==> config.mk <==
export PLATFORM = sky130hd
export DESIGN_NAME = clkdiv_ctrl
export DESIGN_NICKNAME = d
export VERILOG_FILES = /design/src/rtl/clkdiv_ctrl.sv
export SDC_FILE = /design/constraint.sdc
export NUM_CORES = 1
export LEC_CHECK = 0
export CAP_MARGIN = 20
export CORE_MARGIN = 5
export CORE_UTILIZATION = 50
export CTS_BUF_LIST = sky130_fd_sc_hd__clkbuf_8 sky130_fd_sc_hd__clkbuf_16
export DETAILED_ROUTE_END_ITERATION = 7
export HOLD_SLACK_MARGIN = 0.08
export PLACE_DENSITY = 0.8
export SKIP_CTS_REPAIR_TIMING = 1
export SLEW_MARGIN = 20
export SYNTH_ARGS = -nofsm -noshare
export SYNTH_HDL_FRONTEND = slang
export SYNTH_SLANG_ARGS = --single-unit
==> constraint.sdc <==
create_clock -name clk -period 4.3 [get_ports clk]
set_clock_uncertainty 0.05 [all_clocks]
set_input_delay 0.43 -clock clk [delete_from_list [all_inputs] [get_ports clk]]
set_output_delay 0.43 -clock clk [all_outputs]
set_load 0.01 [all_outputs]
==> images/clk_routes.png <==
Scale bar: 20 um.
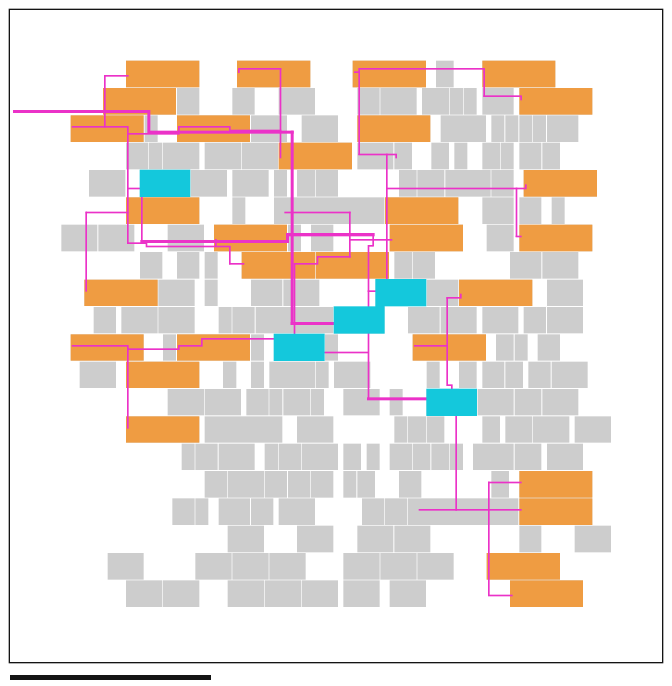
Key: clock wires = magenta [length 392 um]; flip-flops = orange [count 29]; clock drivers = cyan [count 5]
Position of the flops: spread over the die. There are 6 routed clock nets.
Clock power frac: 38.3%
P_clk: 335 uW
later-pin clock latency in the skew report: 0.28 ns

==> images/placement_by_type.png <==
Fill, decap, tap and diode cells in gray.
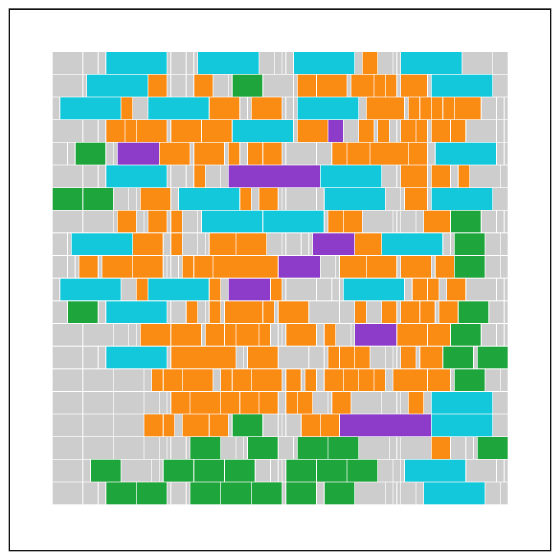
Key: combinational and other logic = orange [cells 131, share of their area 46%]; clock drivers and dummy loads = purple [cells 8, share of their area 6.9%]; other buffers and delay cells = green [cells 33, share of their area 17%]; flops = cyan [cells 29, share of their area 30%]
final design utilization: 66.2%
Seq area share: 29.4%
Final Cell Area: 1970 um^2
Core ar.: 2980 um^2
num rows: 20

==> images/wires.png <==
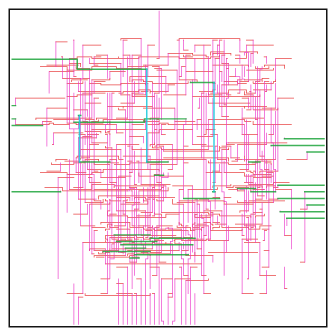
Key: metal 1 = red [wire length 1,610 um]; metal 4 = cyan [wire length 51.0 um]; metal 2 = magenta [wire length 2,020 um]; metal 3 = green [wire length 239 um]
Via Count: 1,395
WL final: 3920 um

==> images/placement.png <==
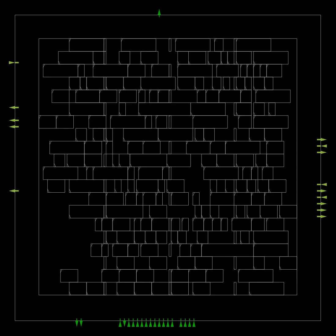
TAP cells: 33
Filler Cells Inserted: 254
tally of non-filler cells in the final layout: 234

==> images/io_placement.png <==
Pins as bars across the die edge, other pins in gray.
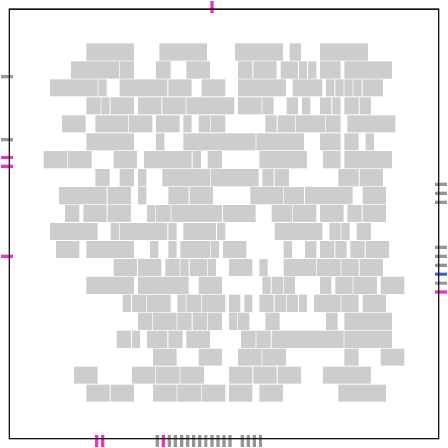
Key: div_n = magenta [pins 8, direction output, edge 3 west, 3 south, 1 north, 1 east]; ack_a = blue [pins 1, direction output, edge east]
All pins by edge: 19 south, 9 east, 5 west, 1 north.
die width: 64.8 um
Chip Height: 64.8 um
I/O Buffers: 33

==> flow_summary.toml <==
# synthesis and place-and-route metrics
[setup_path]
path_max_fanout = 7
reg2reg_slack_ns = 2.22
required_ns = 4.47
rr_worst_depth = 6
cp-start-kind = "input pin"
arrival_ns = 2.63
criticalPathCategory = "input pin to flip-flop"
worstPathCellList = "clkdlybuf4s50_1 -> a21boi_2 -> mux2i_1 -> a2bb2oi_1 -> o211ai_2 -> nor4_4 -> a32o_1"
crit_cells = 7
end_kind = "flip-flop"
cp_slowest_stage_delay_ns = 0.59
path_buffers = 1
crit_family = "AND-OR/OR-AND gates"
cpMaxStageDelayCell = "clkdlybuf4s50_1"

[synth]
synth.most_common_cell = "dfxtp_1"
synth-main-ff-cell = "dfxtp_1"
avgSynthCellArea_um2 = 9.01
fa_ha_area_share_pct = 1.66
ys_types = 36
ys_cells = 167
netlist.top_cell.by_area = "dfxtp_1"
edf_count = 0
syn_nets = 189
muxShareOfSynthArea_pct = 9.98
synth_area_um2 = 1500
synthAoiAreaFrac_pct = 18.2
topCellsByArea = "dfxtp_1, mux2i_1, o211a_1, nand2_1, nor2b_1"
ys_sh_simple_pct = 24.2
ys_chip_area_um2 = 1500
synth.top_cell.area_share_pct = 38.6
ys_warn_count = 0
ys_top_cells_by_count = "dfxtp_1, nand2_1, mux2i_1"
syn-instance-count = 167
ys_ff = 29
ys_seq_share_pct = 38.6
async_reset_ff_share_pct = 0
top_logic_kind = "simple AND/OR/NAND/NOR gates"

[clocking]
tritoncts = "done"
cts_max_level = 2
cts_sinks = 29
path_clk_slew_ns = 0.06
cts_root_buffer = "clkbuf_8"
cts-buffers-inserted = 5
clock_path_buffers = 2

[run]
warnings = 27
maxCapViolCount = 0

[grt]
met3_usage_pct = 7.45
grt_use_total_pct = 20.4
grt_pass1_wl_um = 6610
grt_max_degree = 26
antenna_found_initial = 0
grtUsageMet1_pct = 22.0
grt_overflow = 0
grt-busiest-layer = "met2"
grt_pass1_vias = 1448
use_met2_pct = 36.3

[min_path]
hold_path_class = "flip-flop to flip-flop"
whs_path_depth = 1

[final_timing]
tns_ns = 0
max_freq_mhz = 406
hold_viol_final = 0
setup_viol = 0
worst_pin_slew_ns = 0.831
finalMaxSlewViolations = 0
worst_slack_ns = 1.83
relSlewSlack_pct = 44.4
fin_crit_sh_pct = 57.3
fin_crit_ns = 2.47
whs_ns = 0.428
rsz0062_at_grt = "false"

[route]
wl_met1_um = 1610
vias_per_cell = 5.96
dr.pass1.iters = 4
routedWlPerCell_um = 16.7
drc = 0
top_layer = "met4"
wl_met3_um = 238
drt_iter0_drc = 130
route.met2.wl_um = 2020
detail-route-antenna-nets = 0

[status]
status = "finished, final reports clean"

[pwr]
total_power_uw = 873
power_frac_comb_pct = 23.1
p_int_uw = 631
sequentialPowerShare_pct = 38.6
swShare_pct = 27.7
power_density_nw_per_um2 = 443
p_leak_nw = 0.894
p_sw_uw = 242
ir_drop_uv = 300

[final_layout]
drive_gt1_share_pct = 5.97
area_delta_synth_final_pct = 31.1
lay_top_count = "clkdlybuf4s50_1"
layout.nets = 222
final_cell_mix = "clkdlybuf4s50_1, dfxtp_1, nand2_1"

[placed_design]
placed_cell_area_um2 = 1840
dp_hpwl_um = 2980
dp_slack_ns = 1.61
dp_cells = 226
place_congestion = 0.924

[floorplan]
fp_util_pct = 50.5
die-area_um2 = 4200
ioPinCount = 34
==> power by group through the flow <==
stage	sequential (mW)	combinational [mW]	clock, mW
floorplan	0.337	0.132	0
global placement	0.341	0.199	0
detailed placement	0.342	0.201	0
CTS	0.336	0.202	0.340
global route	0.342	0.224	0.355
finish	0.337	0.201	0.335
==> final cells by class <==
class                           instances  area [um^2]  area share (%)
Timing Repair Buffer                   33          330            16.8
Sequential cell                        29          581            29.4
Multi-Input combinational cell        121          848            43.0
Tap cell                               33         41.3            2.09
Clock inverter                          3         65.1            3.30
Inverter                               10         37.5            1.90
Clock buffer                            5         68.8            3.49
==> logic make-up after synthesis <==
kind of cell	count (synthesis)
buffers and inverters	17
flip-flops	29
AND-OR/OR-AND	35
multiplexers	15
AND/OR/NAND/NOR	65
XOR/XNOR	4
adder cells (fa/ha/maj)	2
No activity file was given, so power comes from the tool's default toggle rates.
